**Sequential cells colored by netlist name**

Other sequential cells in the stronger gray, the rest of the logic in the fainter gray.
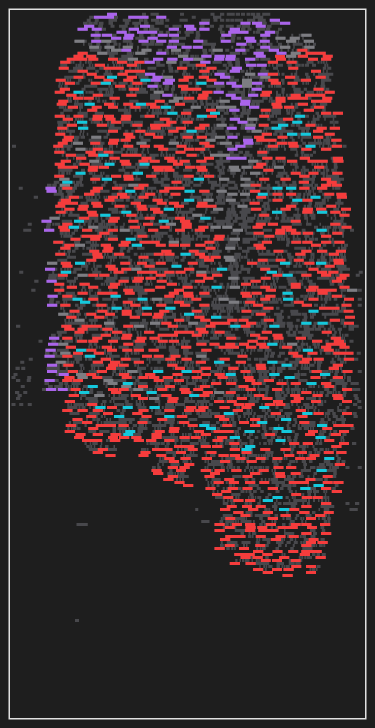
**Congestion heat map**

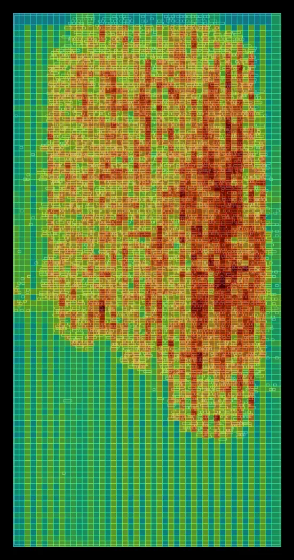
`src/rtl/btb_ctrl.sv`:
```
// Branch-target-buffer controller: 8x2-way BTB storage with per-set LRU, fetch lookup
// port, and a queued read-modify-write update path sharing the single storage port.
`timescale 1ns/1ps
module btb_ctrl #(
    parameter int unsigned SETS       = 8,
    parameter int unsigned INDEX_W    = 3,
    parameter int unsigned TAG_W      = 27,
    parameter int unsigned Q_DEPTH    = 2,
    parameter int unsigned STARVE_MAX = 4
) (
    input  logic        clk,
    input  logic        rst_n,
    input  logic        lk_valid,
    input  logic [31:0] lk_pc,
    output logic        lk_stall,
    output logic        lk_resp_valid,
    output logic        lk_hit,
    output logic        lk_taken,
    output logic [31:0] lk_target,
    input  logic        up_valid,
    output logic        up_ready,
    input  logic [31:0] up_pc,
    input  logic [31:0] up_target,
    input  logic        up_taken
);

    localparam int unsigned SET_W  = 128;
    localparam int unsigned TAG_LO = 63 - TAG_W;
    localparam int unsigned PTR_W  = (Q_DEPTH > 1) ? $clog2(Q_DEPTH) : 1;
    localparam int unsigned CNT_W  = $clog2(Q_DEPTH + 1);
    localparam int unsigned STV_W  = $clog2(STARVE_MAX + 1);

    typedef struct packed {
        logic [31:0] pc;
        logic [31:0] target;
        logic        taken;
    } upd_t;

    typedef enum logic [1:0] {
        IDLE = 2'd0,
        RD   = 2'd1,
        WR   = 2'd2
    } state_t;

    // Train a hit entry: saturating 2-bit counter, target refreshed on taken.
    function automatic logic [63:0] train(input logic [63:0] e, input logic taken,
                                          input logic [31:0] tgt);
        logic [63:0] r;
        r = e;
        if (taken) begin
            r[35:4] = tgt;
            if (e[3:2] != 2'b11) r[3:2] = e[3:2] + 2'd1;
        end else begin
            if (e[3:2] != 2'b00) r[3:2] = e[3:2] - 2'd1;
        end
        return r;
    endfunction

    logic [SET_W-1:0]   mem [SETS];
    logic [SETS-1:0]    lru;
    state_t             state, state_n;
    logic [STV_W-1:0]   starve, starve_n;
    upd_t               q [Q_DEPTH];
    logic [PTR_W-1:0]   wptr, rptr;
    logic [CNT_W-1:0]   count;
    upd_t               hold_upd;
    logic [SET_W-1:0]   hold_set;
    logic               hold_lru;

    logic               full, empty, push, pop, lk_accept;
    upd_t               head;
    logic [INDEX_W-1:0] lk_idx, head_idx, acc_idx, h_idx;
    logic [TAG_W-1:0]   lk_tag, h_tag;
    logic [SET_W-1:0]   acc_set;
    logic [63:0]        lk_w1, lk_w2, h_w1, h_w2;
    logic               lk_hit1, lk_hit2, lk_hit_c, lk_way;
    logic               h_hit1, h_hit2, victim, wr_en, new_lru;
    logic [SET_W-1:0]   new_set;
    logic [63:0]        alloc;

    assign full     = (count == CNT_W'(Q_DEPTH));
    assign empty    = (count == '0);
    assign up_ready = !full;
    assign push     = up_valid && up_ready;
    assign head     = q[rptr];
    assign head_idx = head.pc[INDEX_W+1:2];

    // Single storage read port: fetch owns it in IDLE, the update path otherwise.
    assign lk_idx  = lk_pc[INDEX_W+1:2];
    assign lk_tag  = lk_pc[31:INDEX_W+2];
    assign acc_idx = (state == IDLE) ? lk_idx : head_idx;
    assign acc_set = mem[acc_idx];

    assign lk_w1     = acc_set[127:64];
    assign lk_w2     = acc_set[63:0];
    assign lk_hit1   = lk_w1[63] && (lk_w1[62:TAG_LO] == lk_tag);
    assign lk_hit2   = lk_w2[63] && (lk_w2[62:TAG_LO] == lk_tag);
    assign lk_hit_c  = lk_hit1 || lk_hit2;
    assign lk_way    = !lk_hit1;
    assign lk_accept = lk_valid && !lk_stall;

    // Arbitration FSM with bounded starvation of pending updates.
    always_comb begin
        state_n  = state;
        starve_n = starve;
        pop      = 1'b0;
        lk_stall = 1'b0;
        case (state)
            IDLE: begin
                if (!empty && starve == STV_W'(STARVE_MAX)) begin
                    lk_stall = 1'b1;
                    state_n  = RD;
                    starve_n = '0;
                end else if (!empty && !lk_valid) begin
                    state_n  = RD;
                    starve_n = '0;
                end else if (!empty) begin
                    starve_n = starve + STV_W'(1);
                end
            end
            RD: begin
                lk_stall = 1'b1;
                pop      = 1'b1;
                state_n  = WR;
            end
            WR: begin
                lk_stall = 1'b1;
                state_n  = IDLE;
            end
            default: state_n = IDLE;
        endcase
    end

    always_ff @(posedge clk or negedge rst_n) begin
        if (!rst_n) begin
            state  <= IDLE;
            starve <= '0;
        end else begin
            state  <= state_n;
            starve <= starve_n;
        end
    end

    // Update FIFO.
    always_ff @(posedge clk or negedge rst_n) begin
        if (!rst_n) begin
            for (int i = 0; i < int'(Q_DEPTH); i++) q[i] <= '0;
            wptr  <= '0;
            rptr  <= '0;
            count <= '0;
        end else begin
            if (push) begin
                q[wptr] <= '{pc: up_pc, target: up_target, taken: up_taken};
                wptr    <= (wptr == PTR_W'(Q_DEPTH - 1)) ? '0 : wptr + PTR_W'(1);
            end
            if (pop) rptr <= (rptr == PTR_W'(Q_DEPTH - 1)) ? '0 : rptr + PTR_W'(1);
            case ({push, pop})
                2'b10:   count <= count + CNT_W'(1);
                2'b01:   count <= count - CNT_W'(1);
                default: count <= count;
            endcase
        end
    end

    // RD-stage capture of the update and its set.
    always_ff @(posedge clk or negedge rst_n) begin
        if (!rst_n) begin
            hold_upd <= '0;
            hold_set <= '0;
            hold_lru <= 1'b0;
        end else if (state == RD) begin
            hold_upd <= head;
            hold_set <= acc_set;
            hold_lru <= lru[head_idx];
        end
    end

    assign h_idx  = hold_upd.pc[INDEX_W+1:2];
    assign h_tag  = hold_upd.pc[31:INDEX_W+2];
    assign h_w1   = hold_set[127:64];
    assign h_w2   = hold_set[63:0];
    assign h_hit1 = h_w1[63] && (h_w1[62:TAG_LO] == h_tag);
    assign h_hit2 = h_w2[63] && (h_w2[62:TAG_LO] == h_tag);
    assign alloc  = {1'b1, h_tag, hold_upd.target, 2'b10, 2'b00};

    // Modify step: train a hit way, allocate on taken miss, else no write.
    always_comb begin
        wr_en   = 1'b0;
        new_set = hold_set;
        new_lru = hold_lru;
        if (!h_w1[63])      victim = 1'b0;
        else if (!h_w2[63]) victim = 1'b1;
        else                victim = ~hold_lru;
        if (h_hit1) begin
            wr_en           = 1'b1;
            new_set[127:64] = train(h_w1, hold_upd.taken, hold_upd.target);
            new_lru         = 1'b0;
        end else if (h_hit2) begin
            wr_en         = 1'b1;
            new_set[63:0] = train(h_w2, hold_upd.taken, hold_upd.target);
            new_lru       = 1'b1;
        end else if (hold_upd.taken) begin
            wr_en   = 1'b1;
            new_lru = victim;
            if (victim) new_set[63:0]   = alloc;
            else        new_set[127:64] = alloc;
        end
    end

    // Storage and LRU; lookup LRU updates never coincide with WR.
    always_ff @(posedge clk or negedge rst_n) begin
        if (!rst_n) begin
            for (int i = 0; i < int'(SETS); i++) mem[i] <= '0;
            lru <= '0;
        end else begin
            if (state == WR && wr_en) begin
                mem[h_idx] <= new_set;
                lru[h_idx] <= new_lru;
            end
            if (lk_accept && lk_hit_c) lru[lk_idx] <= lk_way;
        end
    end

    // Registered lookup response, valid for exactly one cycle.
    always_ff @(posedge clk or negedge rst_n) begin
        if (!rst_n) begin
            lk_resp_valid <= 1'b0;
            lk_hit        <= 1'b0;
            lk_taken      <= 1'b0;
            lk_target     <= '0;
        end else begin
            lk_resp_valid <= lk_accept;
            lk_hit        <= lk_accept && lk_hit_c;
            lk_taken      <= lk_accept && lk_hit_c && (lk_hit1 ? lk_w1[3] : lk_w2[3]);
            lk_target     <= (lk_accept && lk_hit_c) ? (lk_hit1 ? lk_w1[35:4] : lk_w2[35:4])
                                                     : 32'h0;
        end
    end

    logic unused_bits;
    assign unused_bits = ^{lk_pc[1:0], hold_upd.pc[1:0], lk_w1[2:0], lk_w2[2:0]};

endmodule

```
`config.mk`:
```
export PLATFORM = sky130hd
export DESIGN_NAME = btb_ctrl
export DESIGN_NICKNAME = d
export VERILOG_FILES = /design/src/rtl/btb_ctrl.sv
export SDC_FILE = /design/constraint.sdc
export NUM_CORES = 2
export LEC_CHECK = 0
export CAP_MARGIN = 30
export CORE_ASPECT_RATIO = 2
export CORE_MARGIN = 1
export CORE_UTILIZATION = 29
export DETAILED_ROUTE_END_ITERATION = 12
export MAX_ROUTING_LAYER = met4
export PLACE_DENSITY = 0.55
export SKIP_CTS_REPAIR_TIMING = 1
export SYNTH_ARGS = -nofsm -noshare
export SYNTH_HDL_FRONTEND = slang
export SYNTH_SLANG_ARGS = --single-unit
```
`constraint.sdc`:
```
create_clock -name clk -period 6.1 [get_ports clk]
set_clock_uncertainty 0.15 [all_clocks]
set_input_delay 0.61 -clock clk [delete_from_list [all_inputs] [get_ports clk]]
set_output_delay 0.61 -clock clk [all_outputs]
set_load 0.05 [all_outputs]
```
==> flow_metrics.env <==
# source this file to load flow results
export IMPL_status="complete, no violations"
export IMPL_warning_count=59
export IMPL_drtPass1Iterations=5
export IMPL_powerClk_mw=8.71
export IMPL_grt_pass1_vias=42900
export IMPL_clk_pin_slew_ns=0.06
export IMPL_p_comb_share_pct=40.9
export IMPL_max_flop_register="mem"
export IMPL_fmaxAchievable_ghz=0.193
export IMPL_lay_top_count="dfrtp_1"
export IMPL_nWellTaps=2714
export IMPL_timing_final_crit_share_pct=84.8
export IMPL_dpl_cell_area_um2=64100
export IMPL_clockBufferDepth=3
export IMPL_relSlewSlack_pct=29.4
export IMPL_power_leader="combinational cells"
export IMPL_dr_total_vias=41400
export IMPL_nNonClkInverters=24
export IMPL_worstHoldPathType="flip-flop to flip-flop"
export IMPL_top_area_share_pct=57.3
export IMPL_netlist_area_um2=59300
export IMPL_initCoreUtil_pct=29.2
export IMPL_antenna_cells=4
export IMPL_seq_share_pct=49.5
export IMPL_comb_power_mw=16.6
export IMPL_setup_viol=0
export IMPL_htreeDepth=4
export IMPL_stdcell_count=8323
export IMPL_grt_met3_usage_pct=2.17
export IMPL_worst_path_most_repeated_cell="buf_4"
export IMPL_cts_sinks=1358
export IMPL_yosysWarningCount=0
export IMPL_cts_buffers=134
export IMPL_final_hold_viol_count=0
export IMPL_ff_type="dfrtp_1"
export IMPL_clk_latency_ns=0.77
export IMPL_netlist_instances=5509
export IMPL_cellPowerDensity_nw_per_um2=589
export IMPL_arrival_ns=5.73
export IMPL_routedWlPerCell_um=21.9
export IMPL_end_kind="flip-flop"
export IMPL_syn_avg_cell_area_um2=10.8
export IMPL_first_iter_violations=2974
export IMPL_yosys_cells=5509
export IMPL_powerSeq_mw=15.2
export IMPL_use_met1_pct=20.2
export IMPL_largest_register_ffs=992
export IMPL_p_leak_nw=30.4
export IMPL_use_met2_pct=31.6
export IMPL_final_clk_cell_share_pct=6.69
export IMPL_dp_cells=8079
export IMPL_nClkBuffers=183
export IMPL_critPathKind="flip-flop to flip-flop"
export IMPL_slowest_stage="nor2_2"
export IMPL_fin_area_um2=68700
export IMPL_worst_ir_drop_vdd_v=0.000486
export IMPL_antenna_found_initial=7
export IMPL_grt_setup_unrepaired="no"
export IMPL_total_power_mw=40.5
export IMPL_ys_area_um2=59300
export IMPL_gp_congestion=0.880
export IMPL_topCellsByArea="dfrtp_1 57%, o21ai_0 8.6%, nand2_1 7.3%"
export IMPL_fp_dieH_um=642
export IMPL_seq_area_frac_synth_pct=57.3
export IMPL_path_buffers=5
export IMPL_grt_pass1_wl_um=276000
export IMPL_synth_edff_count=0
export IMPL_portBuffers=133
export IMPL_max_cap_viol_count=0
export IMPL_startpoint_type="flip-flop"
export IMPL_p_int_mw=24.2
export IMPL_reg_top3="mem x992, q x126, hold_set x124"
export IMPL_lay_top_cells="1357 x dfrtp_1, 1155 x nand2_1, 1017 x o21ai_0"
export IMPL_synth_nets=5617
export IMPL_common_cells="1358 x dfrtp_1, 1157 x nand2_1, 1018 x o21ai_0"
export IMPL_p_seq_share_pct=37.6
export IMPL_layout_comb_gates_multi_input=3727
export IMPL_avgViaCountPerCell=4.97
export IMPL_setup_tns_ns=0
export IMPL_regArea_um2=34000
export IMPL_nFillCells=20500
export IMPL_drive_gt1_share_pct=12.8
Notes on 'sequential cells colored by netlist name' above:
cyan -> hold_set  # sequential cells 124
purple -> q  # sequential cells 126
red -> mem  # sequential cells 992

Notes on 'congestion heat map' above:
GRT busiest layer: met2
All-Layer GR Usage: 18.3%
final core utilization: 33.8%

-- cell families after synthesis --
kind of cell	share of synthesized area (%)
xor gates and xnor gates	1.33
DFF	57.3
AOI/OAI and AO/OA	12.5
buffers and inverters	2.89
adders and majority gates	0.148
and+or+nand+nor	10.7
muxes	15.2
-- worst paths after layout --
path,startpoint,to,slack [ns],cells past startpoint
setup / recovery,state[1],lk_target[20],0.93,15
hold / removal,mem[277],mem[277],0.32,2
setup reg to reg,state[1],lk_target[20],0.93,15
hold reg to reg,mem[277],mem[277],0.32,2
max in group asynchronous,rst_n,alloc[14],3.72,3
min in group asynchronous,rst_n,mem[464],0.44,2
-- routing by layer --
metal / up-vias / part of all wire [%]
li1: 19100 / -
met1: 21000 / 38
met2: 930 / 52
met3: 333 / 3.3
met4: 0 / 6.4
met5: - / 0
